==> config.mk <==
export PLATFORM = sky130hd
export DESIGN_NAME = cic_decim
export DESIGN_NICKNAME = d
export VERILOG_FILES = /design/src/rtl/cic_pkg.sv /design/src/rtl/cic_comb_stage.sv /design/src/rtl/cic_decim.sv
export SDC_FILE = /design/constraint.sdc
export NUM_CORES = 1
export LEC_CHECK = 0
export CAP_MARGIN = 30
export CORE_MARGIN = 3
export CORE_UTILIZATION = 64
export CTS_BUF_LIST = sky130_fd_sc_hd__clkbuf_8 sky130_fd_sc_hd__clkbuf_16
export DETAILED_ROUTE_END_ITERATION = 10
export PLACE_DENSITY = 0.8
export SLEW_MARGIN = 20
export SYNTH_ARGS = -nofsm -noshare
export SYNTH_HDL_FRONTEND = slang
export SYNTH_SLANG_ARGS = --single-unit
==> constraint.sdc <==
create_clock -name i_clock -period 4.5 [get_ports i_clock]
set_clock_uncertainty 0.2 [all_clocks]
set_input_delay 0.675 -clock i_clock [delete_from_list [all_inputs] [get_ports i_clock]]
set_output_delay 0.675 -clock i_clock [all_outputs]
set_load 0.005 [all_outputs]
==> src/rtl/cic_pkg.sv <==
// Shared CIC helpers for cic_decim and cic_interp: the internal-width and gain-shift
// arithmetic, and the legal ranges for the rate and stage-count parameters.
package cic_pkg;

  localparam int CIC_RATE_MIN   = 2;
  localparam int CIC_RATE_MAX   = 64;
  localparam int CIC_STAGES_MIN = 1;
  localparam int CIC_STAGES_MAX = 6;

  // The gain of the filter is RATE^STAGES. RATE is a power of two, so this shift removes it.
  function automatic int cic_shift(input int rate, input int stages);
    return stages * $clog2(rate);
  endfunction

  // Bit growth is the log2 of the gain.
  function automatic int cic_iw(input int width, input int rate, input int stages);
    return width + cic_shift(rate, stages);
  endfunction

  function automatic bit cic_params_ok(input int rate, input int stages);
    return (rate >= CIC_RATE_MIN) && (rate <= CIC_RATE_MAX) &&
           ((rate & (rate - 1)) == 0) &&
           (stages >= CIC_STAGES_MIN) && (stages <= CIC_STAGES_MAX);
  endfunction

endpackage

==> src/rtl/cic_comb_stage.sv <==
// Comb stage: a registered differentiator y[n] = x[n] - x[n-1] that is IW bits wide.
// Latency: 1 cycle when i_en is high. The stage holds its state when i_en is low.
// Backpressure: none. The enable comes from the decimation strobe pipeline.
module cic_comb_stage #(
  parameter int IW = 25
) (
  input  logic          i_clock,
  input  logic          i_reset,
  input  logic          i_en,
  input  logic [IW-1:0] i_data,
  output logic [IW-1:0] o_data
);

  logic [IW-1:0] dly_q, dly_d;
  logic [IW-1:0] diff_q, diff_d;

  always_comb begin
    dly_d  = dly_q;
    diff_d = diff_q;
    if (i_en) begin
      diff_d = i_data - dly_q;
      dly_d  = i_data;
    end
  end

  always_ff @(posedge i_clock) begin
    if (i_reset) begin
      dly_q  <= '0;
      diff_q <= '0;
    end else begin
      dly_q  <= dly_d;
      diff_q <= diff_d;
    end
  end

  assign o_data = diff_q;

endmodule

==> src/rtl/cic_decim.sv <==
// CIC decimator by RATE with STAGES stages. Defining CIC_DECIM_ROUND_EN selects round-half-up plus saturation.
// Latency: o_out_valid pulses STAGES+1 cycles after the edge that accepts the RATE-th valid input.
// Backpressure: none. A valid input may arrive on every cycle, and cycles without a valid input only stall the integrators.
module cic_decim
  import cic_pkg::*;
#(
  parameter int WIDTH  = 16,
  parameter int RATE   = 8,
  parameter int STAGES = 3
) (
  input  logic             i_clock,
  input  logic             i_reset,
  input  logic [WIDTH-1:0] i_in_data,
  input  logic             i_in_valid,
  output logic [WIDTH-1:0] o_out_data,
  output logic             o_out_valid
);

  localparam int SHIFT = cic_shift(RATE, STAGES);
  localparam int IW    = cic_iw(WIDTH, RATE, STAGES);
  localparam int CW    = $clog2(RATE);
  localparam logic [CW-1:0] PHASE_LAST = CW'(RATE - 1);

  if (!cic_params_ok(RATE, STAGES)) begin : g_bad_params
    $error("cic_decim: RATE must be a power of two in 2..64 and STAGES must be in 1..6");
  end

  logic [IW-1:0]     integ_q [STAGES];
  logic [IW-1:0]     integ_d [STAGES];
  logic [CW-1:0]     phase_q, phase_d;
  logic [STAGES:0]   stb_q, stb_d;
  logic [WIDTH-1:0]  out_q, out_d;
  logic              vld_q;
  logic [IW-1:0]     in_ext;

  assign in_ext = {{SHIFT{i_in_data[WIDTH-1]}}, i_in_data};

  // Each stage adds the previous stage's register, so the chain is pipelined by one sample per stage.
  always_comb begin
    for (int k = 0; k < STAGES; k++) begin
      integ_d[k] = integ_q[k];
    end
    if (i_in_valid) begin
      integ_d[0] = integ_q[0] + in_ext;
      for (int k = 1; k < STAGES; k++) begin
        integ_d[k] = integ_q[k] + integ_q[k-1];
      end
    end
  end

  always_comb begin
    phase_d  = phase_q;
    stb_d    = {stb_q[STAGES-1:0], 1'b0};
    if (i_in_valid) begin
      if (phase_q == PHASE_LAST) begin
        phase_d  = '0;
        stb_d[0] = 1'b1;
      end else begin
        phase_d  = phase_q + 1'b1;
      end
    end
  end

  always_ff @(posedge i_clock) begin
    if (i_reset) begin
      for (int k = 0; k < STAGES; k++) begin
        integ_q[k] <= '0;
      end
      phase_q <= '0;
      stb_q   <= '0;
    end else begin
      for (int k = 0; k < STAGES; k++) begin
        integ_q[k] <= integ_d[k];
      end
      phase_q <= phase_d;
      stb_q   <= stb_d;
    end
  end

  // Comb g advances one cycle after comb g-1, tracked by stb_q[g].
  logic [IW-1:0] comb_dat [STAGES+1];
  assign comb_dat[0] = integ_q[STAGES-1];

  for (genvar g = 0; g < STAGES; g++) begin : g_comb
    cic_comb_stage #(
      .IW(IW)
    ) u_comb (
      .i_clock (i_clock),
      .i_reset (i_reset),
      .i_en    (stb_q[g]),
      .i_data  (comb_dat[g]),
      .o_data  (comb_dat[g+1])
    );
  end

`ifdef CIC_DECIM_ROUND_EN
  localparam logic [IW:0] HALF_LSB = (IW+1)'(1) << (SHIFT - 1);
  logic [IW:0]    rnd_sum;
  logic [WIDTH:0] rnd_val;

  // One extra bit keeps the rounding add from overflowing before saturation.
  assign rnd_sum = {comb_dat[STAGES][IW-1], comb_dat[STAGES]} + HALF_LSB;
  assign rnd_val = rnd_sum[IW:SHIFT];

  always_comb begin
    out_d = rnd_val[WIDTH-1:0];
    if (rnd_val[WIDTH] != rnd_val[WIDTH-1]) begin
      out_d = rnd_val[WIDTH] ? {1'b1, {(WIDTH-1){1'b0}}} : {1'b0, {(WIDTH-1){1'b1}}};
    end
  end
`else
  // The arithmetic shift by SHIFT followed by truncation to WIDTH leaves exactly the top WIDTH bits.
  assign out_d = comb_dat[STAGES][IW-1 -: WIDTH];
`endif

  always_ff @(posedge i_clock) begin
    if (i_reset) begin
      out_q <= '0;
      vld_q <= 1'b0;
    end else begin
      vld_q <= stb_q[STAGES];
      if (stb_q[STAGES]) begin
        out_q <= out_d;
      end
    end
  end

  assign o_out_data  = out_q;
  assign o_out_valid = vld_q;

endmodule

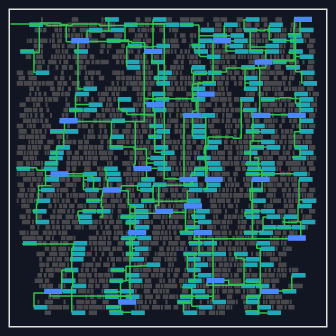
Fig. 1. Clock wires, drivers and flops (run 1).
[flip-flops] cyan | count: 240
[clock wires] green | length: 2870 µm
[clock-net drivers] blue | count: 26
routed clock nets	27
clock power share: 36.6%
clk pwr: 2.12 mW
Clock Latency Late Sink: 0.53 ns

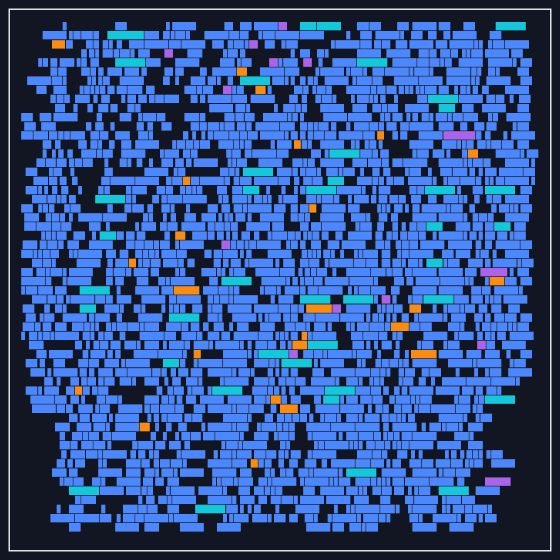
Fig. 2. Cells by drive strength (run 1).
size	color	cells	share
x6 and larger	cyan	40	2.2%
x2	orange	24	1.3%
x1 and smaller	blue	1767	96%
x3 and x4	purple	14	0.76%
final setup margin: 1.07 ns
count of non-CTS buffers in the layout: 45
final instance area: 16800 µm²
Layout area overhead: 9.21%

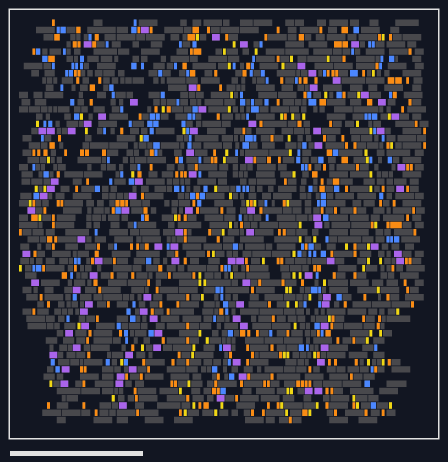
Fig. 3. Selected gate families (run 1).
The bar under the picture is 50 µm long.
family	color	cells	most used
xor and xnor cells	purple	92	xnor2_1
nand cells	blue	192	nand2_1
nor cells	orange	313	nor2_1
inv cells	yellow	112	inv_1
non-filler instance count after layout: 2164
Commonest Layout Cell: nor2_1
Comb area share: 58.8%

==> run notes, run 1 <==
fresh numbers from the pnr run: Max power group registers, slowest cell delay on critical path 0.54 ns, Tap Cells 319, Die H 161 µm, CTS tree yes, hold buffer count at CTS 0, status finished, final reports clean, setup repair bufs after CTS 0, antenna violations before repair 0, Seq cells post-synth 240, sw power 1.70 mW, PortBufs 35, GPL Wtd Cong 0.904, number of enable flip-flop cells 0, yosys cell count 1834, via count 12900, leakage 6.98 nW, clock network area share 5.17%, unrepaired setup endpoints after global routing no, Critical Path End Type flop, Worst Setup Start Kind flop, Synth area leaders dfxtp_1 (31%), ha_1 (12%), mux2i_1 (11%), nor2_1 (6.2%), a21oi_1 (3.9%), yosys aoi share 18.8%, H-tree depth 1, Cell Pwr Density 344 nW/µm², OpenROAD warnings 30, yosys adder share 12.4%
Fig. 4: run 1, M3 wires
Cells faint in the background.
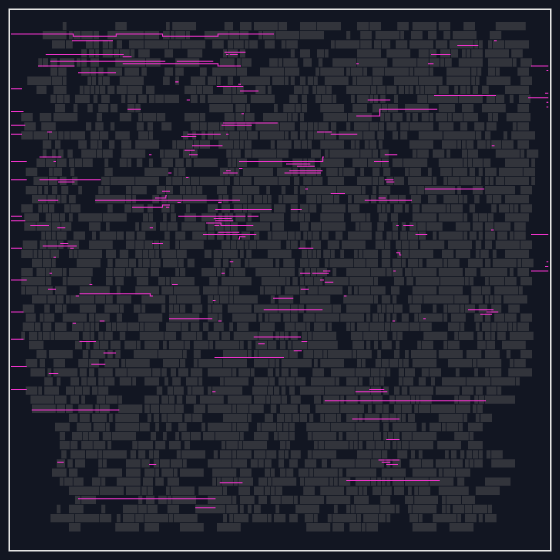

==> run 2, diff against run 1 <==
--- a/config.mk
+++ b/config.mk
@@ -7,10 +7,10 @@
 export LEC_CHECK = 0
 export CAP_MARGIN = 30
 export CORE_MARGIN = 3
-export CORE_UTILIZATION = 64
+export CORE_UTILIZATION = 63
 export CTS_BUF_LIST = sky130_fd_sc_hd__clkbuf_8 sky130_fd_sc_hd__clkbuf_16
 export DETAILED_ROUTE_END_ITERATION = 10
-export PLACE_DENSITY = 0.8
+export PLACE_DENSITY = 0.79
 export SLEW_MARGIN = 20
 export SYNTH_ARGS = -nofsm -noshare
 export SYNTH_HDL_FRONTEND = slang
==> constraint.sdc (replaced) <==
create_clock -name i_clock -period 3.4 [get_ports i_clock]
set_clock_uncertainty 0.2 [all_clocks]
set_input_delay 0.51 -clock i_clock [delete_from_list [all_inputs] [get_ports i_clock]]
set_output_delay 0.51 -clock i_clock [all_outputs]
set_load 0.005 [all_outputs]
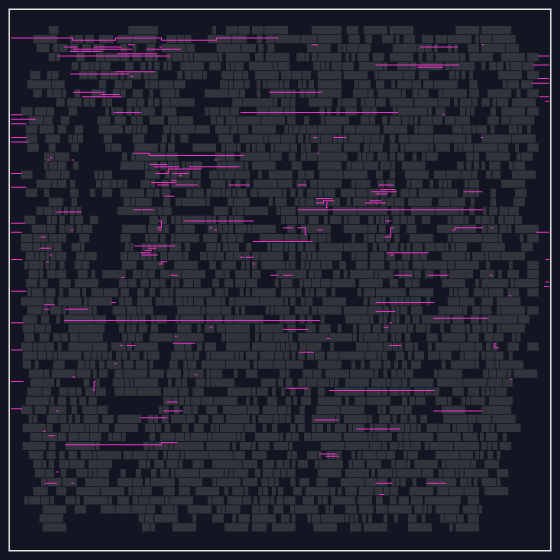
Fig. 5. M3 wires (run 2).
Cells faint in the background.
main direction	horizontal
nets with wire on the layer	113
wire length on this layer	1110 µm
total wire length: 33700 µm
met3 usage: 2.57%

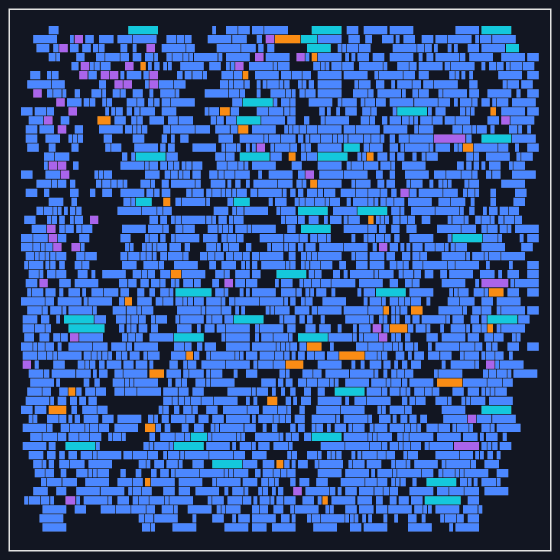
Fig. 6. Cells by drive strength (run 2).
size	color	cells	share
x6 and larger	cyan	38	2.0%
x3 and x4	purple	47	2.5%
x1 and smaller	blue	1763	94%
x2	orange	34	1.8%
Layout area overhead: 11.2%
final instance area: 17100 µm²
final setup margin: 0.230 ns
count of non-CTS buffers in the layout: 79

==> run 2 against run 1 <==
  * Cell count is 1.7% higher
  * Global-route usage is 0.57 points higher
  * Flip-flop count stayed put
  * Largest power group unchanged
  * First-iteration DRC count is 1.6% lower
  * Final area is 1.8% higher
  * Area after synthesis stayed put
  * Sequential share of layout area is 0.50 points lower
  * Register-to-register slack worse by 0.85 ns
  * Non-clock buffer count is 34 higher
  * Critical path type unchanged
==> run notes, run 2 <==
fresh numbers from the pnr run: status finished, final reports clean, PortBufs 35, number of enable flip-flop cells 0, yosys aoi share 18.8%, Worst Setup Start Kind flop, Tap Cells 319, Remaining DRCs 0, WHS Path Cells 2, most used cell along the critical path a21oi_1, non-filler instance count after layout 2201, clk pwr 2.90 mW, yosys adder share 12.4%, Commonest Layout Cell nor2_1, Area leader share 31.2%, metal2 WL 16800 µm, sw power 2.33 mW, H-tree depth 1, slowest cell delay on critical path 0.39 ns, CTS tree yes, Cell Pwr Density 458 nW/µm², leakage 7.16 nW, unrepaired setup endpoints after global routing no, crit-path max FO 3, OpenROAD warnings 28, GPL Wtd Cong 0.912, Critical Path End Type flop, Top class by area multi-input combinational cells, Synth area leaders dfxtp_1 (31%), ha_1 (12%), mux2i_1 (11%), nor2_1 (6.2%), a21oi_1 (3.9%), Die H 162 µm, via count 13000, Max power group registers, clock network area share 5.19%, setup repair bufs after CTS 0, worst vdd rail ir drop 450 µV, clock power share 36.9%, antenna violations before repair 0, Clock Latency Late Sink 0.53 ns, hpwl dp 24600 µm, hold buffer count at CTS 0, Comb area share 57.8%, WL met1 14800 µm, clk root buf clkbuf_16, worst r2r dst g_comb[1].u_comb.o_data[24], yosys cell count 1834
No activity file was given, so power comes from the tool's default toggle rates.
